<file path="src/rtl/uar_pkg.sv">
// Shared definitions for the UART receive path: state encoding and frame-format levels.
package uar_pkg;

  localparam int unsigned DATA_W_DEF = 8;

  localparam logic START_LVL = 1'b0;
  localparam logic STOP_LVL  = 1'b1;

  typedef enum logic [1:0] {
    ST_IDLE = 2'd0,
    ST_DATA = 2'd1,
    ST_STOP = 2'd2,
    ST_BRK  = 2'd3
  } rx_state_e;

endpackage

</file>
<file path="src/rtl/uar_sm.sv">
// Receive frame sequencer: walks IDLE -> DATA -> STOP, parking in BRK while a
// failed stop bit is followed by a held-low line.
module uar_sm
  import uar_pkg::*;
#(
  parameter int unsigned DATA_W = DATA_W_DEF,
  parameter int unsigned CNT_W  = (DATA_W > 1) ? $clog2(DATA_W) : 1
) (
  input  logic             clk_x,
  input  logic             rst_p,
  input  logic             rx_bit,
  input  logic [CNT_W-1:0] bit_cnt,
  output logic [1:0]       state,
  output logic             data_bits_sig,
  output logic             stop_bit_sig
);

  rx_state_e r_state;
  logic      r_data_bits;
  logic      r_stop_bit;

  // Phase flags are registered alongside the state so they always equal (state==DATA/STOP).
  always_ff @(posedge clk_x or negedge rst_p) begin
    if (!rst_p) begin
      r_state     <= ST_IDLE;
      r_data_bits <= 1'b0;
      r_stop_bit  <= 1'b0;
    end else begin
      case (r_state)
        ST_IDLE: begin
          if (rx_bit == START_LVL) begin
            r_state     <= ST_DATA;
            r_data_bits <= 1'b1;
          end
        end
        ST_DATA: begin
          if (bit_cnt == CNT_W'(DATA_W - 1)) begin
            r_state     <= ST_STOP;
            r_data_bits <= 1'b0;
            r_stop_bit  <= 1'b1;
          end
        end
        ST_STOP: begin
          r_stop_bit <= 1'b0;
          if (rx_bit == STOP_LVL) r_state <= ST_IDLE;
          else                    r_state <= ST_BRK;
        end
        ST_BRK: begin
          if (rx_bit == STOP_LVL) r_state <= ST_IDLE;
        end
        default: begin
          r_state     <= ST_IDLE;
          r_data_bits <= 1'b0;
          r_stop_bit  <= 1'b0;
        end
      endcase
    end
  end

  assign state         = r_state;
  assign data_bits_sig = r_data_bits;
  assign stop_bit_sig  = r_stop_bit;

endmodule

</file>
<file path="src/rtl/uar_top.sv">
// UART receiver: synchronises ser_in, deserialises start/data/stop frames and
// hands each good byte to the host over a valid/ack handshake.
module uar_top
  import uar_pkg::*;
#(
  parameter int unsigned DATA_W      = DATA_W_DEF,
  parameter int unsigned SYNC_STAGES = 2
) (
  input  logic              clk_x,
  input  logic              rst_p,
  input  logic              ser_in,
  input  logic              dout_ack,
  output logic [DATA_W-1:0] dout_byte,
  output logic              dout_valid,
  output logic              frame_err,
  output logic              overrun
);

  localparam int unsigned CNT_W = (DATA_W > 1) ? $clog2(DATA_W) : 1;

  logic [SYNC_STAGES-1:0] r_sync;
  logic [DATA_W-1:0]      r_shift;
  logic [CNT_W-1:0]       r_cnt;
  logic [DATA_W-1:0]      r_byte;
  logic                   r_valid;
  logic                   r_ferr;
  logic                   r_ovr;

  logic       w_rx_bit;
  logic [1:0] w_state;
  logic       w_data_sig;
  logic       w_stop_sig;
  logic       w_start;
  logic       w_done;
  logic       w_ferr;

  // Reset loads all ones so the line looks idle-high and no false start is seen.
  always_ff @(posedge clk_x or negedge rst_p) begin
    if (!rst_p) begin
      r_sync <= '1;
    end else begin
      r_sync[0] <= ser_in;
      for (int unsigned i = 1; i < SYNC_STAGES; i++) begin
        r_sync[i] <= r_sync[i-1];
      end
    end
  end

  assign w_rx_bit = r_sync[SYNC_STAGES-1];

  uar_sm #(
    .DATA_W (DATA_W),
    .CNT_W  (CNT_W)
  ) u_sm (
    .clk_x         (clk_x),
    .rst_p         (rst_p),
    .rx_bit        (w_rx_bit),
    .bit_cnt       (r_cnt),
    .state         (w_state),
    .data_bits_sig (w_data_sig),
    .stop_bit_sig  (w_stop_sig)
  );

  assign w_start = (w_state == ST_IDLE) && (w_rx_bit == START_LVL);
  assign w_done  = w_stop_sig && (w_rx_bit == STOP_LVL);
  assign w_ferr  = w_stop_sig && (w_rx_bit != STOP_LVL);

  always_ff @(posedge clk_x or negedge rst_p) begin
    if (!rst_p) begin
      r_shift <= '0;
      r_cnt   <= '0;
    end else if (w_start) begin
      r_cnt <= '0;
    end else if (w_data_sig) begin
      r_shift <= {w_rx_bit, r_shift[DATA_W-1:1]};
      r_cnt   <= r_cnt + CNT_W'(1);
    end
  end

  // A completion wins over a same-cycle ack; overrun only if the old byte was never taken.
  always_ff @(posedge clk_x or negedge rst_p) begin
    if (!rst_p) begin
      r_byte  <= '0;
      r_valid <= 1'b0;
      r_ferr  <= 1'b0;
      r_ovr   <= 1'b0;
    end else begin
      r_ferr <= w_ferr;
      r_ovr  <= 1'b0;
      if (w_done) begin
        r_byte  <= r_shift;
        r_valid <= 1'b1;
        r_ovr   <= r_valid && !dout_ack;
      end else if (dout_ack) begin
        r_valid <= 1'b0;
      end
    end
  end

  assign dout_byte  = r_byte;
  assign dout_valid = r_valid;
  assign frame_err  = r_ferr;
  assign overrun    = r_ovr;

endmodule

</file>
<file path="config.mk">
export PLATFORM = sky130hd
export DESIGN_NAME = uar_top
export DESIGN_NICKNAME = d
export VERILOG_FILES = /design/src/rtl/uar_pkg.sv /design/src/rtl/uar_sm.sv /design/src/rtl/uar_top.sv
export SDC_FILE = /design/constraint.sdc
export NUM_CORES = 1
export LEC_CHECK = 0
export ABC_AREA = 1
export CAP_MARGIN = 5
export CORE_MARGIN = 2
export CORE_UTILIZATION = 53
export DETAILED_ROUTE_END_ITERATION = 7
export PLACE_DENSITY = 0.89
export SLEW_MARGIN = 10
export SYNTH_ARGS = -nofsm -noshare
export SYNTH_HDL_FRONTEND = slang
export SYNTH_SLANG_ARGS = --single-unit
</file>
<file path="constraint.sdc">
create_clock -name clk_x -period 3.3 [get_ports clk_x]
set_input_delay 0.33 -clock clk_x [delete_from_list [all_inputs] [get_ports clk_x]]
set_output_delay 0.33 -clock clk_x [all_outputs]
set_load 0.02 [all_outputs]
</file>
**Ports around the boundary**

Pins as bars across the die edge, other pins in gray.
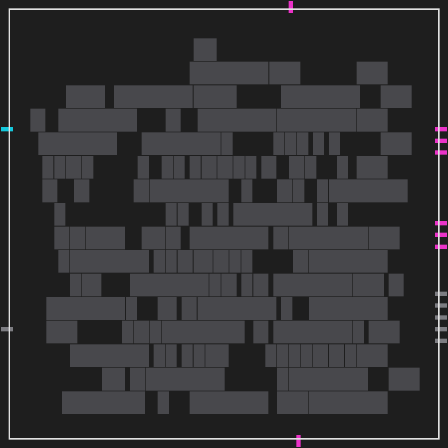
color	port	pins	direction	edge
magenta	`dout_byte`	8	output	6 east, 1 north, 1 south
cyan	`clk_x`	1	input	west
all pins by edge	11 east, 2 west, 1 north, 1 south

**The clock network**

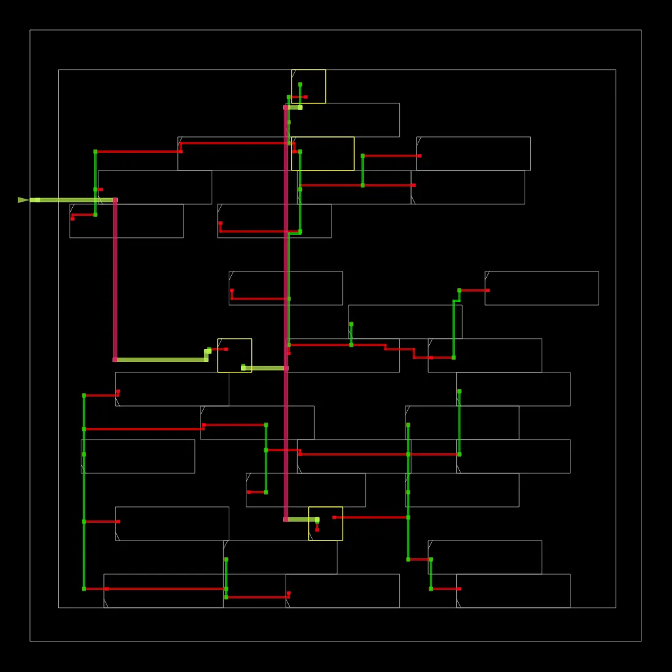
CTS buffer count: 3
P_clk: 0.164 mW
clk ins delay skew pair: 0.33 ns

**Clock network drawn from the DEF**

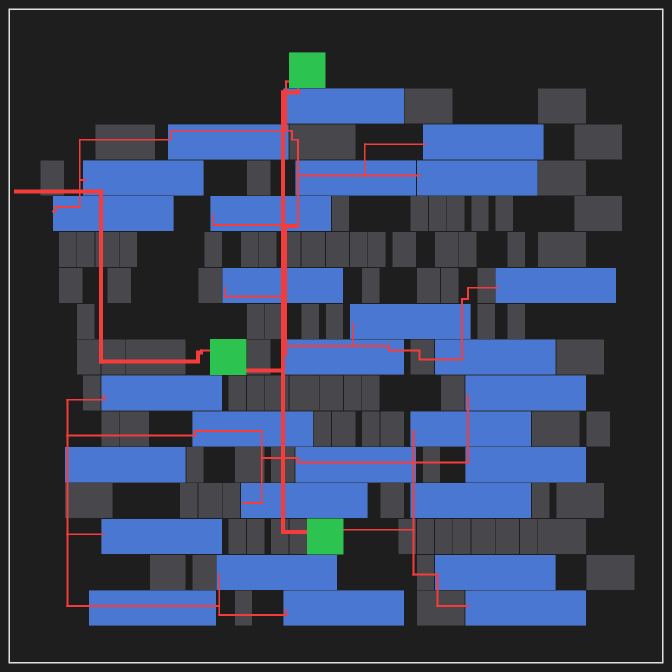
[green] cells driving clock nets | count: 3
[blue] flip-flops | count: 28
[red] clock wires | length: 282 um
routed clock nets	4
Clock Skews: 0.002571 ns
clock share of power: 0.139

**Cells by drive strength**

Scale bar: 10 um.
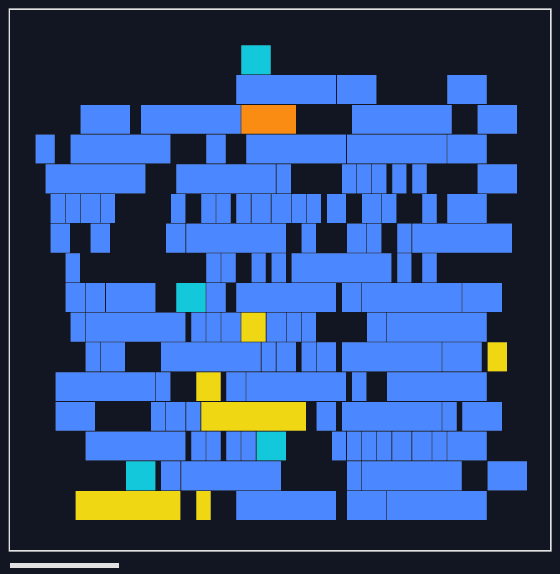
color	size	cells	share
orange	drive 6 and up	1	0.78%
blue	drive 1 or less	118	91%
cyan	drive 3 to 4	4	3.1%
yellow	drive 2	6	4.7%

==> qor.yml <==
placed_design:
  dp_hpwl_um: 1294
  place_area_mm2: 0.001250
  place_congestion: 0.7334
  io_buffers: 14
power:
  ir_drop_uv: 535.2
  p_comb_frac: 0.360
  p_int_mw: 0.7277
  power.density_mw_per_mm2: 915.2
  leakage_nw: 0.6680
  p_sw_mw: 0.4449
  seq_power_mw: 0.587
  seqPwrFrac: 0.500
  maxPowerGroup: "sequential cells"
  pg_comb_mw: 0.422
  finalPower_mw: 1.173
  switching_share: 0.3794
grt:
  grt-ovfl-total: 0
  grt_usage: 0.1736
  grt_pass1_wl_um: 3236
  grt_max_degree: 29
  grt_pass1_vias: 770
  antenna_found_initial: 0
critical_path:
  worstReg2RegStart: "r_sync[1]"
  path_depth: 1
  worst_ep_required_time_ns: 2.97
  worstSetupEndpointType: "output port"
  criticalPathCategory: "register to output port"
  r2r_end: "r_shift[5]"
  worstSetupStartpoint: "dout_byte[4]"
  arrival_ns: 1.33
  crit_family: "buffers and inverters"
  rrSetupSlack_ns: 1.91
  max_stage_delay_ns: 0.61
  crit_end: "dout_byte[4]"
  cp_max_fo: 2
  crit_slowest_cell: "clkdlybuf4s50_1"
  crit_chain: "clkdlybuf4s50_1"
  cp-start-kind: "register"
  rr_worst_depth: 5
  critPathBufInv: 1
floorplan:
  dieArea_mm2: 0.002445
  initial_utilization: 0.5580
  ios: 15
  rows: 16
  core_mm2: 0.001962
  fp.dieW_um: 49.45
  chipHeight_um: 49.45
logic_synthesis:
  postSynthSeqShare: 0.6423
  synth.most_common_cell: "nand2_1"
  largest_area_cell: "dfrtp_1"
  synth-edff-count: 0
  top_cell_area_share: 0.5943
  topCellsByArea: "dfrtp_1, nand2_1, nand3_1"
  ys_area_mm2: 0.001095
  fp_nets: 120
  yosysUniqueCellTypes: 14
  synth_cells: 114
  ff_type: "dfrtp_1"
  synthTopCellsByCount: "nand2_1, dfrtp_1, nand3_1"
  yosysWarnings: 0
  ys_cells: 114
  syn_avg_cell_area_um2: 9.604
  async_reset_ff_frac: 1.000
  synth_flops: 28
  synth_area_mm2: 0.001095
detailed_routing:
  wl_um: 1799
  vias_per_cell: 5.244
  drc: 0
  first_iter_violations: 19
  via_count: 818
  dr.pass1.iters: 4
  wl_per_cell_um: 11.53
  ant_nets: 0
final_timing:
  rsz0062_at_grt: "no"
  setup_viol: 0
  setup_tns_ns: 0
  maxSlewViolCount: 0
  worstMarginPinSlew_ns: 0.5765
  maxSlewHeadroom: 0.6157
  hold_viol_final: 26
  hold_ws_ns: -0.02499
  fin_crit_sh: 0.5031
  max_freq_mhz: 602.3
  min_period_ns: 1.660
finish:
  antenna_cells: 0
  area_delta_synth_final_pct: 17.03
  layout_top_cell: "nand2_1"
  finalInstanceArea_mm2: 0.001281
  drive_gt1_frac: 0.08527
  nFillCells: 175
  nets: 136
  layout_top_cells: "nand2_1, dfrtp_1, nand3_1, clkdlybuf4s50_1, inv_1"
clocking:
  cts_setup_buffers: 0
  cts_root_buf: "clkbuf_4"
  holdBufCountCts: 0
  tritoncts: "done"
  htree_levels: 1
  clock-sinks: 28
  clock_path_buffers: 2
  cts-resized-gates: 0
  path_clk_slew_ns: 0.14
status:
  outcome: "finished, violations left"
  failed_checks: "negative hold slack"
job:
  log.warning_count: 26
  maxCapViolations: 0
hold_path:
  min_path_type: "input pin to asynchronous set/reset pin"
-- sequential cells by signal, summed over array words and instances (netlist names) --
register            cells
dout_byte               8
r_sync                  2
dout_valid              1
frame_err               1
u_sm.stop_bit_sig       1
r_cnt                   3
u_sm.data_bits_sig      1
u_sm.state              2
overrun                 1
r_shift                 8
-- layer usage --
| metal | vias up | global-route usage | share of wire |
|---|---|---|---|
| met5 | - | 0 | 0 |
| met2 | 24 | 0.2770 | 0.50 |
| met3 | 5 | 0.03030 | 0.047 |
| met4 | 0 | 0.09722 | 0.026 |
| li1 | 389 | - | - |
| met1 | 400 | 0.2257 | 0.43 |
-- metrics by stage --
step           std cells    util  hold slack (ns)  setup WS, ns
3_5_place_dp         152  0.6371           0.3537         1.514
4_1_cts              156  0.6556           0.3730         1.615
2_1_floorplan        114       -          0.03441         2.243
6_report             156  0.6531         -0.02499         1.640
3_3_place_gp         152  0.6371           0.3458         1.566
5_1_grt              156  0.6531        0.0006695         1.589
-- area by class of cell --
cell class	count	area [um2]	share of cell area
Inverter	8	30.03	0.02344
Tap cell	27	33.78	0.02637
Clock buffer	4	36.28	0.02832
Sequential cell	28	703.2	0.5488
Timing Repair Buffer	15	142.6	0.1113
Multi-Input combinational cell	74	335.3	0.2617
-- logic make-up (layout without fill, tap and decap cells) --
logic type                 Yosys count  in the layout  share of synthesized area
AOI/OAI and AO/OA                    4              4                    0.01829
and+or+nand+nor                     68             68                     0.2651
buffers and inverters               12             27                    0.05142
adders and majority gates            2              2                    0.02285
DFF                                 28             28                     0.6423
No activity file was given, so power comes from the tool's default toggle rates.
